==> images/class_map.png <==
The bar under the picture is 20 µm long. Fill, decap, tap and diode cells in grey.
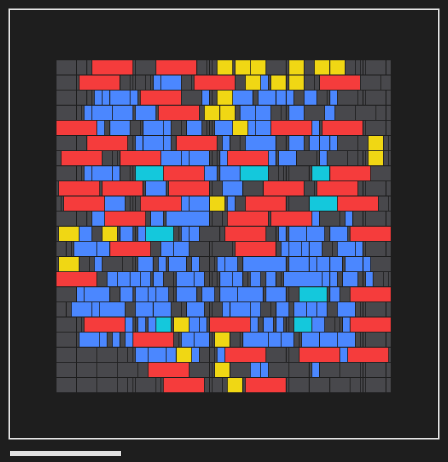
==> images/congestion_map.png <==
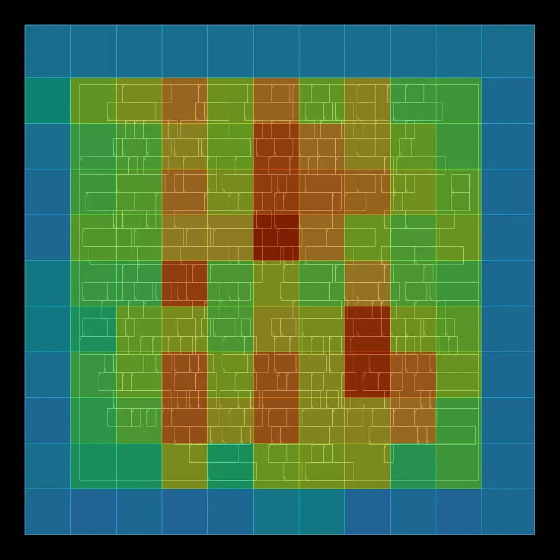
### src/rtl/uart_cmd_pkg.sv
// rtl/uart_cmd_pkg.sv - shared types and constants for the serial drive-command receiver
package uart_cmd_pkg;

    localparam int unsigned SYS_CLK_HZ           = 25_000_000;
    localparam int unsigned UART_BAUD            = 9600;
    localparam int unsigned DEFAULT_CLKS_PER_BIT = SYS_CLK_HZ / UART_BAUD;

    typedef enum logic [2:0] {
        ST_IDLE   = 3'd0,
        ST_START  = 3'd1,
        ST_DATA   = 3'd2,
`ifdef UART_CMD_RX_PARITY_EN
        ST_PARITY = 3'd3,
`endif
        ST_STOP   = 3'd4,
        ST_BREAK  = 3'd5
    } rx_state_e;

    localparam logic [7:0] CMD_FWD   = 8'h46;
    localparam logic [7:0] CMD_BACK  = 8'h42;
    localparam logic [7:0] CMD_LEFT  = 8'h4C;
    localparam logic [7:0] CMD_RIGHT = 8'h52;
    localparam logic [7:0] CMD_STOP  = 8'h53;

    localparam logic [3:0] DIR_NONE  = 4'b0000;
    localparam logic [3:0] DIR_FWD   = 4'b0001;
    localparam logic [3:0] DIR_BACK  = 4'b0010;
    localparam logic [3:0] DIR_LEFT  = 4'b0100;
    localparam logic [3:0] DIR_RIGHT = 4'b1000;

    localparam logic [1:0] DRIVE_STOP = 2'd0;
    localparam logic [1:0] DRIVE_GO   = 2'd1;
    localparam logic [1:0] DRIVE_TURN = 2'd2;

    typedef struct packed {
        logic       hit;
        logic [3:0] dir;
        logic [1:0] drive;
    } cmd_dec_t;

    // Uppercase ASCII only; anything else reports hit=0 so the caller holds its outputs.
    function automatic cmd_dec_t decode_cmd(input logic [7:0] b);
        cmd_dec_t d;
        d.hit   = 1'b1;
        d.dir   = DIR_NONE;
        d.drive = DRIVE_STOP;
        case (b)
            CMD_FWD:   begin d.dir = DIR_FWD;   d.drive = DRIVE_GO;   end
            CMD_BACK:  begin d.dir = DIR_BACK;  d.drive = DRIVE_GO;   end
            CMD_LEFT:  begin d.dir = DIR_LEFT;  d.drive = DRIVE_TURN; end
            CMD_RIGHT: begin d.dir = DIR_RIGHT; d.drive = DRIVE_TURN; end
            CMD_STOP:  begin d.dir = DIR_NONE;  d.drive = DRIVE_STOP; end
            default:   d.hit = 1'b0;
        endcase
        return d;
    endfunction

endpackage

### src/rtl/uart_rx_core.sv
// rtl/uart_rx_core.sv - 8N1 receiver (8E1 when UART_CMD_RX_PARITY_EN is defined)
module uart_rx_core
    import uart_cmd_pkg::*;
#(
    parameter int CLKS_PER_BIT = DEFAULT_CLKS_PER_BIT,
    parameter int SYNC_STAGES  = 2
) (
    input  logic       clk,
    input  logic       rst,
    input  logic       rxData,
    output logic [7:0] rxByte,
    output logic       rxValid,
    output logic       frameErr,
    output logic       busy
);

    localparam int CNT_W = $clog2(CLKS_PER_BIT);
    localparam logic [CNT_W-1:0] HALF_CNT = CNT_W'(CLKS_PER_BIT / 2);
    localparam logic [CNT_W-1:0] LAST_CNT = CNT_W'(CLKS_PER_BIT - 1);

    logic [SYNC_STAGES-1:0] sync_q;
    rx_state_e              state_q;
    logic [CNT_W-1:0]       cnt_q;
    logic [2:0]             bit_q;
    logic [7:0]             shift_q;
    logic [7:0]             byte_q;
    logic                   valid_q;
    logic                   ferr_q;
`ifdef UART_CMD_RX_PARITY_EN
    logic                   par_err_q;
`endif
    logic                   rxs;

    assign rxs = sync_q[SYNC_STAGES-1];

    always_ff @(posedge clk) begin
        if (rst) begin
            sync_q    <= '1;
            state_q   <= ST_IDLE;
            cnt_q     <= '0;
            bit_q     <= '0;
            shift_q   <= '0;
            byte_q    <= '0;
            valid_q   <= 1'b0;
            ferr_q    <= 1'b0;
`ifdef UART_CMD_RX_PARITY_EN
            par_err_q <= 1'b0;
`endif
        end else begin
            sync_q  <= {sync_q[SYNC_STAGES-2:0], rxData};
            valid_q <= 1'b0;
            ferr_q  <= 1'b0;
            case (state_q)
                ST_IDLE: begin
                    if (!rxs) begin
                        state_q <= ST_START;
                        cnt_q   <= '0;
                    end
                end
                ST_START: begin
                    // A start bit that is already high again at mid-bit was a glitch.
                    if (cnt_q == HALF_CNT) begin
                        cnt_q   <= '0;
                        bit_q   <= '0;
                        state_q <= rxs ? ST_IDLE : ST_DATA;
                    end else begin
                        cnt_q <= cnt_q + CNT_W'(1);
                    end
                end
                ST_DATA: begin
                    if (cnt_q == LAST_CNT) begin
                        cnt_q   <= '0;
                        shift_q <= {rxs, shift_q[7:1]};
                        bit_q   <= bit_q + 3'd1;
                        if (bit_q == 3'd7) begin
`ifdef UART_CMD_RX_PARITY_EN
                            state_q <= ST_PARITY;
`else
                            state_q <= ST_STOP;
`endif
                        end
                    end else begin
                        cnt_q <= cnt_q + CNT_W'(1);
                    end
                end
`ifdef UART_CMD_RX_PARITY_EN
                ST_PARITY: begin
                    if (cnt_q == LAST_CNT) begin
                        cnt_q     <= '0;
                        par_err_q <= ^{shift_q, rxs};
                        state_q   <= ST_STOP;
                    end else begin
                        cnt_q <= cnt_q + CNT_W'(1);
                    end
                end
`endif
                ST_STOP: begin
                    // Leaving at mid-stop-bit lets a back-to-back start bit be caught at once.
                    if (cnt_q == LAST_CNT) begin
                        cnt_q <= '0;
                        if (!rxs) begin
                            ferr_q  <= 1'b1;
                            state_q <= ST_BREAK;
`ifdef UART_CMD_RX_PARITY_EN
                        end else if (par_err_q) begin
                            ferr_q  <= 1'b1;
                            state_q <= ST_IDLE;
`endif
                        end else begin
                            byte_q  <= shift_q;
                            valid_q <= 1'b1;
                            state_q <= ST_IDLE;
                        end
                    end else begin
                        cnt_q <= cnt_q + CNT_W'(1);
                    end
                end
                ST_BREAK: begin
                    if (rxs) begin
                        state_q <= ST_IDLE;
                    end
                end
                default: state_q <= ST_IDLE;
            endcase
        end
    end

    assign rxByte   = byte_q;
    assign rxValid  = valid_q;
    assign frameErr = ferr_q;
    assign busy     = (state_q != ST_IDLE);

endmodule

### src/rtl/uart_cmd_rx.sv
// rtl/uart_cmd_rx.sv - serial receiver plus registered drive-command decoder (UART_CMD_RX_PARITY_EN selects 8E1)
module uart_cmd_rx
    import uart_cmd_pkg::*;
#(
    parameter int CLKS_PER_BIT = DEFAULT_CLKS_PER_BIT,
    parameter int SYNC_STAGES  = 2
) (
    input  logic       clk,
    input  logic       rst,
    input  logic       rxData,
    output logic [7:0] rxByte,
    output logic       rxValid,
    output logic       frameErr,
    output logic       busy,
    output logic [3:0] dirControl,
    output logic [1:0] driveState,
    output logic       cmdValid
);

    logic [7:0] rx_byte;
    logic       rx_valid;
    cmd_dec_t   dec;
    logic [3:0] dir_q;
    logic [1:0] drive_q;
    logic       cmd_valid_q;

    uart_rx_core #(
        .CLKS_PER_BIT (CLKS_PER_BIT),
        .SYNC_STAGES  (SYNC_STAGES)
    ) u_core (
        .clk      (clk),
        .rst      (rst),
        .rxData   (rxData),
        .rxByte   (rx_byte),
        .rxValid  (rx_valid),
        .frameErr (frameErr),
        .busy     (busy)
    );

    always_comb begin
        dec = decode_cmd(rx_byte);
    end

    // Only a good frame carrying a known command moves the motor outputs.
    always_ff @(posedge clk) begin
        if (rst) begin
            dir_q       <= DIR_NONE;
            drive_q     <= DRIVE_STOP;
            cmd_valid_q <= 1'b0;
        end else begin
            cmd_valid_q <= 1'b0;
            if (rx_valid && dec.hit) begin
                dir_q       <= dec.dir;
                drive_q     <= dec.drive;
                cmd_valid_q <= 1'b1;
            end
        end
    end

    assign rxByte     = rx_byte;
    assign rxValid    = rx_valid;
    assign dirControl = dir_q;
    assign driveState = drive_q;
    assign cmdValid   = cmd_valid_q;

endmodule

### config.mk
export PLATFORM = sky130hd
export DESIGN_NAME = uart_cmd_rx
export DESIGN_NICKNAME = d
export VERILOG_FILES = /design/src/rtl/uart_cmd_pkg.sv /design/src/rtl/uart_rx_core.sv /design/src/rtl/uart_cmd_rx.sv
export SDC_FILE = /design/constraint.sdc
export NUM_CORES = 1
export LEC_CHECK = 0
export ABC_CLOCK_PERIOD_IN_PS = 2500
export CORE_MARGIN = 8
export CORE_UTILIZATION = 55
export CTS_CLUSTER_SIZE = 20
export DETAILED_ROUTE_END_ITERATION = 8
export PLACE_DENSITY = 0.81
export SLEW_MARGIN = 20
export SYNTH_ARGS = -nofsm -noshare
export SYNTH_HDL_FRONTEND = slang
export SYNTH_SLANG_ARGS = --single-unit
### constraint.sdc
create_clock -name clk -period 2.5 [get_ports clk]
set_input_delay 0.25 -clock clk [delete_from_list [all_inputs] [get_ports clk]]
set_output_delay 0.25 -clock clk [all_outputs]
set_load 0.1 [all_outputs]
==> run summary <==
Implementation numbers.

- The finished design was reported to have a net count of between 200 and 300.
- Signal routing reaches up to met4.
- Per the synth log, the flip-flop and latch total comes to 45.
- The worst-case setup margin in the final layout is just over 0.4 ns.
- The type of the worst setup path is flip-flop to flip-flop.
- The remaining number of nets flagged by the antenna check after routing is 0.
- After global routing the overflow that remains totals 0.
- The post-synth count of flops with an enable pin is 0.
- The minimum period implied by the final worst setup slack is approximately 2.1 ns.
- The share of total power in the clock network is 0.311.
- The post-route non-filler standard cell count is approximately 300.
- dfxtp_1 is the most common cell in the netlist.
- The sum of met3 wire segment lengths after detailed routing is 99 µm.
- The count of standard-cell rows is 22.
- The tally of yosys warning messages is 0.
- The HPWL reported at the end of detailed placement is 2.85 mm.
- The sum of negative setup slack is 0 ns.
- By area the synthesized netlist is led by dfxtp_1, mux2i_1, nor2_1.
- The chip height is 77.0 µm.
- The post-synthesis area per instance is between 9 and 10 µm².
- The endpoint arrival time on the critical path is around 2.3 ns.
- The maximum number of pins on one net before global-route repair is 29.
- The register area is about 900 µm².
- The clock buffer count from CTS is 5.
- In this run the static leakage power is between 0.9 and 1 nW.
- The cell sitting at the root of the clock tree is a clkbuf_8.
- The count of clock buffers in the final design is 5.
- Dividing the detail-routed via count by the number of cells gives 5.38.
- The maximum clock insertion buffer count is 2.
- The total setup buffers inserted after CTS is 0.
- The number of global-route vias before repair is 1,466.
- By count the netlist is led by dfxtp_1, nor2_1, mux2i_1, nand2_1.
- The dominant register cell in the synthesized netlist is dfxtp_1.
- The switching component of the power was reported as 0.451 mW.
- In this run the VDD rail shows a maximum IR drop of 0.000445 V.
- The final timing summary puts the cycle share of the worst path at 0.839.
- The H-tree depth reported by CTS is 2.
- The multi-input combinational cell count is roughly 160.
- The flow reports power dissipated in combinational cells as 0.278 mW.
- Looking at area per cell type in the netlist, the leader is dfxtp_1.
- The residual DRC count is 0.
- According to the tapcell log, the count of inserted taps is about 48.
- The layout report gives the multi-input gate share of total cell area as 0.463.
- Routing resource usage on met2 recorded by global route was 0.215.
- The clock-net power is between 0.4 and 0.5 mW.
- Dividing total power by cell area gives a power density of about 630 mW/mm².
- The met2 wirelength from detailed routing is 1.82 mm.
- The post-placement cell area is approximately 0.0023 mm².
- The class of the worst hold path is flip-flop to flip-flop.
- The fraction of the yosys area taken by sequential cells is 0.441.
- After floorplanning, the core was sized to cover ~0.0036 mm².
- The fmax is ~480 MHz.
- The count of filler cells inserted in the layout is approximately 300.
- Of all the cell area in the finished design, non-clock buffers hold 0.0789.
- The number of hold buffers added after CTS was 0.
- Looking at the critical path, the highest net fanout was 8.
- Once layout is complete, the utilization of the core stands at 0.651.
- STA classifies the critical path startpoint as a flip-flop.
- The number of maximum-capacitance violations recorded for the run is 0.
- The slack of the worst reg-to-reg path is slightly above 0.4 ns.
- The synthesized net count is 230.
- Looking at the max-slew report, the worst-margin pin has a slew of roughly 0.69 ns.
- The critical path ends at u_core.rxByte[5].
- The share of flip-flops with an asynchronous set or reset is 0.
- Power comes to between 1 and 1.5 mW.
- The layout report lists the multi-input gate area as 0.00109 mm².
- The netlist area before placement is between 0.002 and 0.0025 mm².
- The flop count is roughly 45.
- The routed length on met1 is around 1.8 mm.
- STA classifies the critical path endpoint as a flip-flop.
- The cell total in the yosys stat output is roughly 220.
- OpenROAD emitted warnings numbering 27.
- The worst slack on hold paths is around 0.42 ns.
- The initial antenna violation count came to 0.
- The total die area is approximately 0.0059 mm².
- Per the final report, the share of cell area in clock cells is 0.0400.
- In this run the horizontal extent of the chip is between 70 and 80 µm.
- The yosys-reported design area after synthesis is roughly 0.002 mm².
- 21 I/O pins were placed.
- The flow ran to the end, and the final reports show no timing, DRC or antenna violations.
- In this run the critical register-to-register path is launched from u_core.cnt_q[1].
- The origin of the worst min-delay path is u_core.sync_q[0].
- Per the slew report, the remaining headroom to the max-slew limit stands at 0.540.
- The overall routed net length is 3.82 mm.
- The pre-CTS worst setup slack is approximately 0.40 ns.
- The area share of the largest cell type after synthesis is 0.441.
- The script computed the net switching share of total power as 0.304.
- The effective utilization at floorplan is 0.567.
- The share of layout cells above drive strength 1 is 0.175.
- Non-clock inverters in the final layout number 5.
- The number of pins with negative max-slew slack in the final report is 0.
- The synthesized netlist contains around 47 unique library cells.
- The diode insertion count for antenna repair is 0.
- The internal power is slightly above 1 mW.
- The top cell types in the final layout, fill and taps aside, are dfxtp_1, nor2_1, buf_4.
- The number of iterations in the first detailed-routing pass is 4.
- The count of buffers from port buffering is 20.
- The portion of total power attributed to sequential cells is 0.501.
- The sequential group power is roughly 0.74 mW.
- At the worst endpoint, the required time is between 2 and 3 ns.
- The worst clock skew is approximately 0.012 ns.
- The power report attributes to the combinational group a share of 0.188.
- The detailed router finished its first iteration with approximately 67 violations.
- OpenSTA lists the critical path startpoint as u_core.cnt_q[1].
- In the final report, the number of hold violations comes to 0.
- The count of endpoints failing setup in the final report is 0.
- The library cell used most frequently in the layout, excluding fill and tap cells, is dfxtp_1.
- The biggest slice of the area belongs to logic gates.
- Registers represent a cell area share of 0.384.
- The clock latency on the worst-skew pair is roughly 0.30 ns.
- The clock net sink count is 45.
- After routing the design area is between 0.002 and 0.0025 mm².
- Setup repair after global routing left no endpoint under its margin.
- The final RePlAce weighted congestion is between 0.8 and 0.9.
- The first global-routing pass estimated between 6 and 7 mm of wire.
- The reg-to-reg endpoint is u_core.rxByte[5].
- The number of gates resized after cts is 0.
- The power group with the largest share is sequential cells.
- The worst register-to-register path depth is 6.
- The synthesized netlist cell count is between 200 and 250.
- The clock slew at the register clock pins of the worst setup and hold paths is 0.09 ns.
- In the hold timing report, the worst path depth is 1.
- The area growth from synthesis to layout is 14.7%.
- The number of placed instances, taps included, is 286.
- TritonCTS built the clock tree.
- Non-clock buffers in the final layout number 24.
- The routed layout has between 1,500 and 2,000 vias.
- The worst min-delay path endpoint is u_core.sync_q[1].
## Picture notes: class_map.png
Key: blue = remaining logic cells [cells 169, share of their area 48%]; cyan = clock drivers and dummy loads [cells 8, share of their area 4.1%]; yellow = remaining buffers and delay cells [cells 24, share of their area 8.1%]; red = registers [cells 45, share of their area 39%]

## Picture notes: congestion_map.png
GRT busiest layer: met2
global router's overall resource usage: 0.130
global routing usage on met3: 0.0373
wire length per cell: 13.0 µm
GR Layer Usage met1: 0.157

## worst max-delay path, cell delays in order, from the launching register on
cell and delay, ns:
dfxtp_1 0.40, ha_1 0.20, nor2b_1 0.27, nand4_4 0.19, nor4_4 0.62, mux2i_1 0.26, nor2_1 0.05
## state kept, by name (all words and copies together), names as in the netlist
signal and count:
cmdValid 1, dirControl 4, driveState 2, u_core.bit_q 3, u_core.cnt_q 12, u_core.frameErr 1
u_core.rxByte 8, u_core.rxValid 1, u_core.shift_q 8, u_core.state_q 3, u_core.sync_q 2
## cell families after synthesis
kind of cell               count (synthesis)  share of synthesized area
adders and majority gates                  4                     0.0245
muxes                                     21                      0.103
buffers and inverters                     14                     0.0275
AOI/OAI and AO/OA                         26                     0.0863
xor gates and xnor gates                   9                     0.0386
and+or+nand+nor                          104                      0.279
DFF                                       45                      0.441
Power is estimated from default activity; no workload was simulated.
